**src/rtl/add_sub_pipe_pkg.sv**
```systemverilog
// Shared ALU definitions: op encoding, flag bundle and the signed-overflow rule.
package add_sub_pipe_pkg;

   localparam logic OP_ADD = 1'b0;
   localparam logic OP_SUB = 1'b1;

   typedef struct packed {
      logic carry;
      logic overflow;
      logic zero;
   } flags_t;

   // Overflow when both addends share a sign and the sum's sign differs.
   function automatic logic signed_ovf(input logic a_msb, input logic b_msb, input logic r_msb);
      return (a_msb == b_msb) && (r_msb != a_msb);
   endfunction

endpackage

```
**src/rtl/add_sub_pipe_stage.sv**
```systemverilog
// One carry-chain segment: adds chunk IDX with the incoming carry and registers
// the carry-out, the partial result and the operands for the following stages.
module add_sub_stage #(
   parameter int WIDTH = 32,
   parameter int C     = 8,
   parameter int IDX   = 0
) (
   input  logic             clk,
   input  logic             rst_n,
   input  logic             en_i,
   input  logic             valid_i,
   input  logic [WIDTH-1:0] a_i,
   input  logic [WIDTH-1:0] bp_i,
   input  logic [WIDTH-1:0] res_i,
   input  logic             cin_i,
   output logic             valid_o,
   output logic [WIDTH-1:0] a_o,
   output logic [WIDTH-1:0] bp_o,
   output logic [WIDTH-1:0] res_o,
   output logic             cout_o
);

   logic [C:0]       sum_d;
   logic [WIDTH-1:0] res_d;
   logic             valid_q;
   logic             cout_q;
   logic [WIDTH-1:0] a_q;
   logic [WIDTH-1:0] bp_q;
   logic [WIDTH-1:0] res_q;

   always_comb begin
      sum_d = {1'b0, a_i[IDX*C +: C]} + {1'b0, bp_i[IDX*C +: C]} + {{C{1'b0}}, cin_i};
      res_d = res_i;
      res_d[IDX*C +: C] = sum_d[C-1:0];
   end

   always_ff @(posedge clk) begin
      if (!rst_n) begin
         valid_q <= 1'b0;
         cout_q  <= 1'b0;
         a_q     <= '0;
         bp_q    <= '0;
         res_q   <= '0;
      end else if (en_i) begin
         valid_q <= valid_i;
         cout_q  <= sum_d[C];
         a_q     <= a_i;
         bp_q    <= bp_i;
         res_q   <= res_d;
      end
   end

   assign valid_o = valid_q;
   assign cout_o  = cout_q;
   assign a_o     = a_q;
   assign bp_o    = bp_q;
   assign res_o   = res_q;

endmodule

```
**src/rtl/add_sub_pipe.sv**
```systemverilog
// Pipelined add/subtract unit: CHUNKS carry-chain stages under one global stall,
// subtract done as A + ~B + 1 with the +1 entering as carry-in of chunk 0.
module add_sub_pipe
   import add_sub_pipe_pkg::*;
#(
   parameter int WIDTH  = 32,
   parameter int CHUNKS = 4
) (
   input  logic             clk,
   input  logic             rst_n,
   input  logic             in_valid,
   output logic             in_ready,
   input  logic [WIDTH-1:0] a,
   input  logic [WIDTH-1:0] b,
   input  logic             op,
   output logic             out_valid,
   input  logic             out_ready,
   output logic [WIDTH-1:0] result,
   output logic             carry,
   output logic             overflow,
   output logic             zero
);

   localparam int C = WIDTH / CHUNKS;
   localparam int L = CHUNKS - 1;

   logic             stall;
   logic             v_q   [0:L];
   logic             c_q   [0:L];
   logic [WIDTH-1:0] a_q   [0:L];
   logic [WIDTH-1:0] bp_q  [0:L];
   logic [WIDTH-1:0] res_q [0:L];
   flags_t           flags;

   assign stall    = out_valid && !out_ready;
   assign in_ready = !stall;

   for (genvar k = 0; k < CHUNKS; k++) begin : g_stage
      logic             v_in;
      logic             c_in;
      logic [WIDTH-1:0] a_in;
      logic [WIDTH-1:0] bp_in;
      logic [WIDTH-1:0] res_in;

      if (k == 0) begin : g_head
         assign v_in   = in_valid;
         assign c_in   = (op == OP_SUB);
         assign a_in   = a;
         assign bp_in  = (op == OP_SUB) ? ~b : b;
         assign res_in = '0;
      end else begin : g_body
         assign v_in   = v_q[k-1];
         assign c_in   = c_q[k-1];
         assign a_in   = a_q[k-1];
         assign bp_in  = bp_q[k-1];
         assign res_in = res_q[k-1];
      end

      add_sub_stage #(.WIDTH(WIDTH), .C(C), .IDX(k)) u_stage (
         .clk     (clk),
         .rst_n   (rst_n),
         .en_i    (!stall),
         .valid_i (v_in),
         .a_i     (a_in),
         .bp_i    (bp_in),
         .res_i   (res_in),
         .cin_i   (c_in),
         .valid_o (v_q[k]),
         .a_o     (a_q[k]),
         .bp_o    (bp_q[k]),
         .res_o   (res_q[k]),
         .cout_o  (c_q[k])
      );
   end

   // zero is qualified by valid so the idle/reset value reads 0, not "result is zero".
   always_comb begin
      flags.carry    = c_q[L];
      flags.overflow = signed_ovf(a_q[L][WIDTH-1], bp_q[L][WIDTH-1], res_q[L][WIDTH-1]);
      flags.zero     = v_q[L] && (res_q[L] == '0);
   end

   assign out_valid = v_q[L];
   assign result    = res_q[L];
   assign carry     = flags.carry;
   assign overflow  = flags.overflow;
   assign zero      = flags.zero;

endmodule

```
**config.mk**
```make
export PLATFORM = sky130hd
export DESIGN_NAME = add_sub_pipe
export DESIGN_NICKNAME = d
export VERILOG_FILES = /design/src/rtl/add_sub_pipe_pkg.sv /design/src/rtl/add_sub_pipe_stage.sv /design/src/rtl/add_sub_pipe.sv
export SDC_FILE = /design/constraint.sdc
export NUM_CORES = 1
export LEC_CHECK = 0
export ABC_AREA = 1
export CORE_UTILIZATION = 36
export CTS_BUF_LIST = sky130_fd_sc_hd__clkbuf_8
export CTS_CLUSTER_SIZE = 40
export DETAILED_ROUTE_END_ITERATION = 12
export PLACE_DENSITY = 0.54
export SLEW_MARGIN = 20
export SYNTH_ARGS = -nofsm -noshare
export SYNTH_HDL_FRONTEND = slang
export SYNTH_SLANG_ARGS = --single-unit
```
**constraint.sdc**
```tcl
create_clock -name clk -period 2.21 [get_ports clk]
set_input_delay 0.221 -clock clk [delete_from_list [all_inputs] [get_ports clk]]
set_output_delay 0.221 -clock clk [all_outputs]
set_load 0.02 [all_outputs]
```
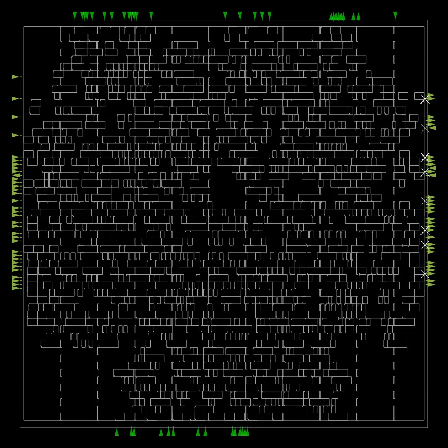
(cell outlines without signal wires)
registers: 186
core box area: 0.0220 sq mm
tap cells: 280
final non-filler cell total: 1428
Seq area share: 38.2%

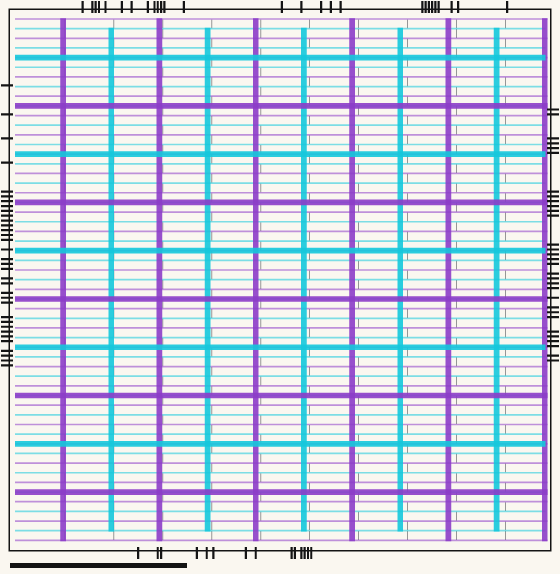
(floorplan with the power grid)
Bar = 50 um. Pins as bars on the die edge. Tap cells in grey.
- VSS: purple
- VDD: cyan
- tap cells: 280
- signal pins: 106
- met5 straps: 10
- met4 straps: 11

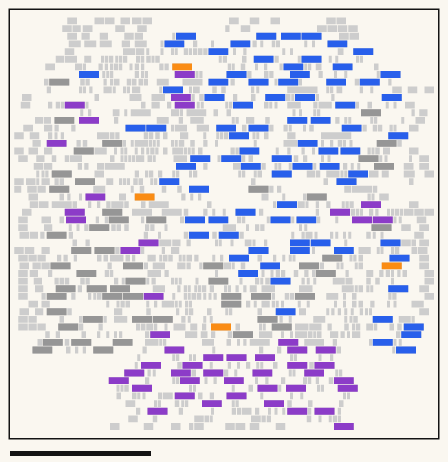
(sequential cells grouped by signal name)
Bar = 50 um. Other sequential cells in the stronger grey, the rest of the logic in the fainter grey.
- `g_stage.u_stage.a_o`: purple (placed flops 49)
- `g_stage.u_stage.cout_o`: orange (placed flops 4)
- `g_stage.u_stage.res_o`: blue (placed flops 80)

==> impl_metrics.csv <==
group,metric,value,unit
yosys,synth.net_count,1165,
yosys,postSynthSeqShare,45.9,%
placed_design,place_ws,0.113,ns
pwr,power,7120,uW
global_route,grt_pass1_wl,31100,um
yosys,area_leaders,"dfxtp_1 46%, nor2_1 13%, o21ai_0 11%",
yosys,edf_count,0,
timing,finalCriticalPeriod,2.03,ns
cells_and_area,finish.utilization,44.4,%
drt,totalWireLength,18000,um
worst_setup_path,arrival,1.81,ns
drt,drt_pass1_iterations,9,
worst_setup_path,required,1.99,ns
timing,post-route-period-util,91.8,%
worst_setup_path,endpoint,"in_ready",
yosys,yosysMostFrequentCell,"nor2_1",
flow_run,tool_warnings,26,
timing,rsz0062_at_grt,"no",
yosys,yosys_cells,1061,
status,violations,"design-rule violations",
pwr,powerDensity,731,mW/mm^2
global_route,track_usage,16.4,%
global_route,grt_max_degree,86,
clock_tree,h-tree-depth,4,
yosys,syn_area_per_cell,7.65,sq um
timing,tightest_slew,0.477,ns
yosys,yosysChipArea,0.00811,sq mm
cells_and_area,antenna_cells,0,
yosys,aoi_share,16.3,%
clock_tree,clk_path_buf_depth,2,
yosys,synthXorXnorAreaFrac,4.21,%
worst_setup_path,rr_startpoint,"g_stage[2].u_stage.a_o[24]",
worst_setup_path,endpoint_kind,"output port",
placed_design,port_buffers,105,
status,status,"finished, violations left",
drt,route.detailed.drc,16,
timing,final.setup.tns,0,ns
die,io_pins,106,
worst_setup_path,crit_type,"reg2out",
hold_path,min_to,"g_stage[0].u_stage.res_o[4]",
cells_and_area,drive_gt1_share,4.97,%
clock_tree,cts_tree,"built",
yosys,synthAdderAreaFrac,6.04,%
hold_path,hold_path.class,"in2reg",
yosys,ff_type,"dfxtp_1",
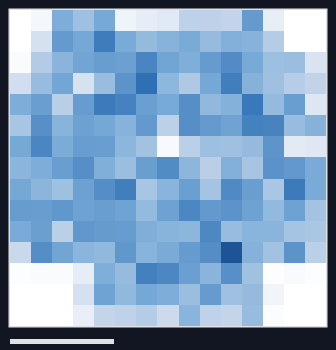
(cell area per tile)
Bar = 50 um. The die is cut into 15 by 15 equal tiles; white is low, dark blue is high, 0 to 100% covered.
- densest ninth of the die: west
- tiles over 75% full: 0.40%
- nearly empty tiles: 8.9%

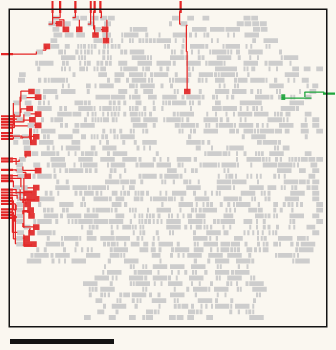
(I/O nets highlighted)
Bar = 50 um.
- `b`: red (bits 32; direction input; end cells 34; buffers 32; wire 451 um)
- `in_valid`: green (bits 1; direction input; end cells 1; buffers 1; wire 26.9 um)

## layer usage
layer | vias up | track usage, % | part of all wire [%]
li1 | 3586 | - | -
met1 | 2951 | 24.7 | 55
met2 | 115 | 23.4 | 40
met3 | 14 | 3.33 | 3.5
met4 | 0 | 4.66 | 0.94
met5 | - | 0 | 0
## worst max-delay path, stage by stage (launching register included)
cell	delay, ns
dfxtp_1	0.37
inv_2	0.05
nor2_4	0.20
inv_6	0.13
clkdlybuf4s50_1	0.58
## report_power, final
group	internal [uW]	switching (uW)
sequential	3610	155
clock	1030	1290
combinational	486	557
## area by class of cell
cell class	count	area (sq um)
clock inverters	15	160
multi-input cells	743	3820
repair buffers	119	1200
fillers	2261	12200
well taps	280	350
flip-flops and latches	186	3720
clock buffers	17	234
inverters	68	260
No activity file was given, so power comes from the tool's default toggle rates.
